===== config.mk =====
export PLATFORM = sky130hd
export DESIGN_NAME = perip_rmw_ctrl
export DESIGN_NICKNAME = d
export VERILOG_FILES = /design/src/rtl/perip_rmw_ctrl.sv
export SDC_FILE = /design/constraint.sdc
export NUM_CORES = 1
export LEC_CHECK = 0
export CORE_UTILIZATION = 51
export CTS_BUF_LIST = sky130_fd_sc_hd__clkbuf_4 sky130_fd_sc_hd__clkbuf_8 sky130_fd_sc_hd__clkbuf_16
export CTS_CLUSTER_DIAMETER = 150
export DETAILED_ROUTE_END_ITERATION = 7
export GPL_ROUTABILITY_DRIVEN = 0
export PLACE_DENSITY_LB_ADDON = 0.3
export SYNTH_ARGS = -nofsm -noshare
export SYNTH_HDL_FRONTEND = slang
export SYNTH_SLANG_ARGS = --single-unit

===== constraint.sdc =====
create_clock -name cpu_clk -period 4.5 [get_ports cpu_clk]
set_input_delay 1.125 -clock cpu_clk [delete_from_list [all_inputs] [get_ports cpu_clk]]
set_output_delay 1.125 -clock cpu_clk [all_outputs]
set_load 0.05 [all_outputs]

===== src/rtl/perip_rmw_ctrl.sv =====
// Load/store sequencer for the single perip_* bus: sized loads with lane
// extraction and sign/zero extension, byte/half stores as read-modify-write.
module perip_rmw_ctrl #(
    parameter int RD_LATENCY = 1
) (
    input  logic        cpu_clk,
    input  logic        cpu_rst,
    input  logic        req_valid,
    output logic        req_ready,
    input  logic        req_wen,
    input  logic [2:0]  req_op,
    input  logic [31:0] req_addr,
    input  logic [31:0] req_wdata,
    output logic        rsp_valid,
    output logic [31:0] rsp_rdata,
    output logic        rsp_err,
    output logic [31:0] perip_addr,
    output logic        perip_wen,
    output logic [1:0]  perip_mask,
    output logic [31:0] perip_wdata,
    input  logic [31:0] perip_rdata
);

    // Handshake: a request transfers on a rising edge where req_valid and
    // req_ready are both high; the requester holds its fields until then.
    localparam logic [1:0] S_IDLE  = 2'd0;
    localparam logic [1:0] S_READ  = 2'd1;
    localparam logic [1:0] S_WRITE = 2'd2;
    localparam logic [1:0] S_RESP  = 2'd3;

    localparam logic [1:0] LAT_LAST = 2'(RD_LATENCY - 1);

    logic [1:0]  state;
    logic [1:0]  lat_cnt;
    logic [2:0]  op_q;
    logic        wen_q;
    logic [1:0]  lane_q;
    logic [15:0] wdata_q;
    logic        accept;
    logic        req_err;

    assign req_ready = (state == S_IDLE) && !cpu_rst;
    assign accept    = req_valid && req_ready;

    function automatic logic [1:0] size_code(input logic [2:0] op);
        case (op[1:0])
            2'b00:   size_code = 2'b00;
            2'b01:   size_code = 2'b01;
            default: size_code = 2'b11;
        endcase
    endfunction

    function automatic logic [31:0] load_ext(input logic [2:0] op, input logic [1:0] lane,
                                             input logic [31:0] w);
        logic [7:0]  b;
        logic [15:0] h;
        b = w[{lane, 3'b000} +: 8];
        h = lane[1] ? w[31:16] : w[15:0];
        case (op)
            3'b000:  load_ext = {{24{b[7]}}, b};
            3'b100:  load_ext = {24'd0, b};
            3'b001:  load_ext = {{16{h[15]}}, h};
            3'b101:  load_ext = {16'd0, h};
            default: load_ext = w;
        endcase
    endfunction

    function automatic logic [31:0] merge(input logic [2:0] op, input logic [1:0] lane,
                                          input logic [31:0] w, input logic [15:0] d);
        logic [31:0] m;
        m = w;
        if (op == 3'b000)
            m[{lane, 3'b000} +: 8] = d[7:0];
        else if (lane[1])
            m[31:16] = d;
        else
            m[15:0] = d;
        merge = m;
    endfunction

    always_comb begin
        req_err = 1'b0;
        case (req_op)
            3'b000:  req_err = 1'b0;
            3'b001:  req_err = req_addr[0];
            3'b010:  req_err = (req_addr[1:0] != 2'b00);
            3'b100:  req_err = req_wen;
            3'b101:  req_err = req_wen || req_addr[0];
            default: req_err = 1'b1;
        endcase
    end

    always_ff @(posedge cpu_clk) begin
        if (cpu_rst) begin
            state       <= S_IDLE;
            lat_cnt     <= 2'd0;
            op_q        <= 3'd0;
            wen_q       <= 1'b0;
            lane_q      <= 2'd0;
            wdata_q     <= 16'd0;
            perip_addr  <= 32'd0;
            perip_wen   <= 1'b0;
            perip_mask  <= 2'b11;
            perip_wdata <= 32'd0;
            rsp_valid   <= 1'b0;
            rsp_rdata   <= 32'd0;
            rsp_err     <= 1'b0;
        end else begin
            case (state)
                S_IDLE: begin
                    if (accept) begin
                        op_q    <= req_op;
                        wen_q   <= req_wen;
                        lane_q  <= req_addr[1:0];
                        wdata_q <= req_wdata[15:0];
                        if (req_err) begin
                            state     <= S_RESP;
                            rsp_valid <= 1'b1;
                            rsp_err   <= 1'b1;
                            rsp_rdata <= 32'd0;
                        end else if (req_wen && req_op == 3'b010) begin
                            state       <= S_WRITE;
                            perip_addr  <= req_addr;
                            perip_wen   <= 1'b1;
                            perip_mask  <= 2'b11;
                            perip_wdata <= req_wdata;
                        end else begin
                            // Sub-word stores read the whole word before merging.
                            state      <= S_READ;
                            lat_cnt    <= 2'd0;
                            perip_addr <= req_addr;
                            perip_mask <= req_wen ? 2'b11 : size_code(req_op);
                        end
                    end
                end
                S_READ: begin
                    if (lat_cnt == LAT_LAST) begin
                        if (wen_q) begin
                            state       <= S_WRITE;
                            perip_wen   <= 1'b1;
                            perip_mask  <= size_code(op_q);
                            perip_wdata <= merge(op_q, lane_q, perip_rdata, wdata_q);
                        end else begin
                            state      <= S_RESP;
                            perip_mask <= 2'b11;
                            rsp_valid  <= 1'b1;
                            rsp_err    <= 1'b0;
                            rsp_rdata  <= load_ext(op_q, lane_q, perip_rdata);
                        end
                    end else begin
                        lat_cnt <= lat_cnt + 2'd1;
                    end
                end
                S_WRITE: begin
                    state      <= S_RESP;
                    perip_wen  <= 1'b0;
                    perip_mask <= 2'b11;
                    rsp_valid  <= 1'b1;
                    rsp_err    <= 1'b0;
                    rsp_rdata  <= 32'd0;
                end
                default: begin
                    state     <= S_IDLE;
                    rsp_valid <= 1'b0;
                end
            endcase
        end
    end

endmodule


Fig. 1: met1 routing
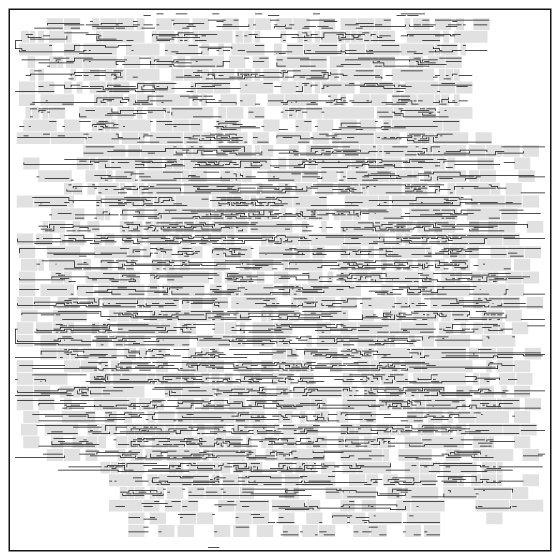
longest straight run: 32.2 um
wire length on this layer: 9,270 um
routing usage on met1: 44.8%
Total Wirelength: 22,400 um
total number of vias: 7,065

Fig. 2: the metal 2 layer
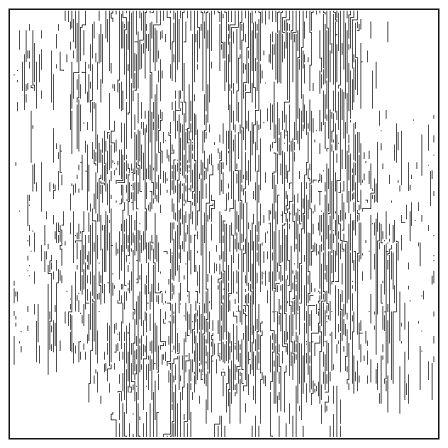
main direction: vertical
nets with wire on the layer: 933

Fig. 3: M4 wires
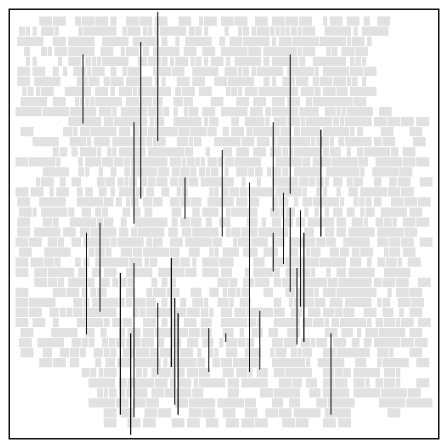
share of all routed wire: 3.3%
nets with wire on the layer: 24
wire length on this layer: 737 um
main direction: vertical
longest straight run: 51.0 um

==> summary.txt <==
run results: cell repeated most along the worst path=inv_1, Avg Inst Size Synth=roughly 8.3 um^2, post-synthesis cell type with the largest combined area=dfxtp_1, power consumption=slightly above 5000 uW, Layout fillers=approximately 980, number of cells on the worst reg-to-reg path=6, number of placed instances, taps included=around 1,100, count of non-CTS buffers in the layout=roughly 220, count of cells resized by post-cts repair=0, minimum setup slack among reg-to-reg paths=roughly 1.4 ns, TritonCTS clock tree=yes, area-dominant cell class after layout=combinational gates, RSZ-0062 raised after global routing=false, Max FO, Critical Path=21, core area=between 0.01 and 0.015 mm^2, top cells by area=dfxtp_1 38%, a21oi_1 7.3%, nand2_1 6.0%, fin util=73.6%, first-pass GRT wire length=33,800 um, Cell Area, Synth=around 0.0066 mm^2, min setup slack post-route=just under 0.8 ns, fraction of power consumed by combinational cells=between 40% and 50%, number of unique standard cell types used by synthesis=about 63, critical path capture point type=primary output, Most used DFF post-synth=dfxtp_1, number of global-route vias before repair=6,377, fraction of area in multi-input gates=around two fifths, width of the chip=116 um, required time at the worst-slack endpoint=3.38 ns, floorplan die height=roughly 120 um, Init Core Util=52.4%, drt wl/cell=19.5 um, run status=finished clean, maximum single-stage delay on the critical path=0.81 ns, number of buffers created by CTS=17, number of max-capacitance violations reported=0, Async SR Flop Fraction=0%, met2 routing resource usage after global routing=50.7%, area growth from synthesis to layout=40.4%, total number of yosys warnings=0, proportion of layout cells with a drive suffix above 1=6.76%, layer carrying the most global-route usage=met2, Total Neg Setup Slack=0 ns, kind of cell adding the most delay to the critical path=buffers and inverters, power dissipated by switching net loads=about 2100 uW, port buffer count=just over 200, depth of the worst hold-timing path=2, timing endpoint of the critical path=req_ready, top comb family, area=AND-OR/OR-AND gates, portion of the clock cycle consumed by the worst path in the final layout=between 80 and 90%, Power Sequential=1410 uW, non-clock inverter instance count of the final layout=approximately 51, number of cell instances after yosys synthesis=roughly 800, number of standard cells in the layout, taps in and fillers out=around 1,100, CP Class=reg2out, largest vdd supply drop=between 400 and 500 uV, post-detailed-route DRC marker count=0, min-delay src=rsp_rdata[20]$_SDFFE_PP0P_, tally of nets with antenna violations remaining after routing=0, Comb gate area=approximately 0.0036 mm^2, start of the worst register-to-register path=lane_q[1]$_SDFFE_PP0P_, pin count of the biggest net entering global routing=approximately 110, register bit count reported by yosys=127, share of final layout cell area taken by non-clock buffers=a little under a quarter, routing usage on met3=~6.6%, clock tree root buffer cell=clkbuf_16, flop share of the area=around 27%, cells after synthesis=between 700 and 800, detailed-route vias per instance=6.15, cts-stage hold buffer count=0, Seq share, synth=38.4%, overall overflow remaining after global route=0, number of antenna violations at the first check in global routing=0, Die ar.=0.0134 mm^2
Power figures rest on the tool's default switching activity, not on a simulated workload.
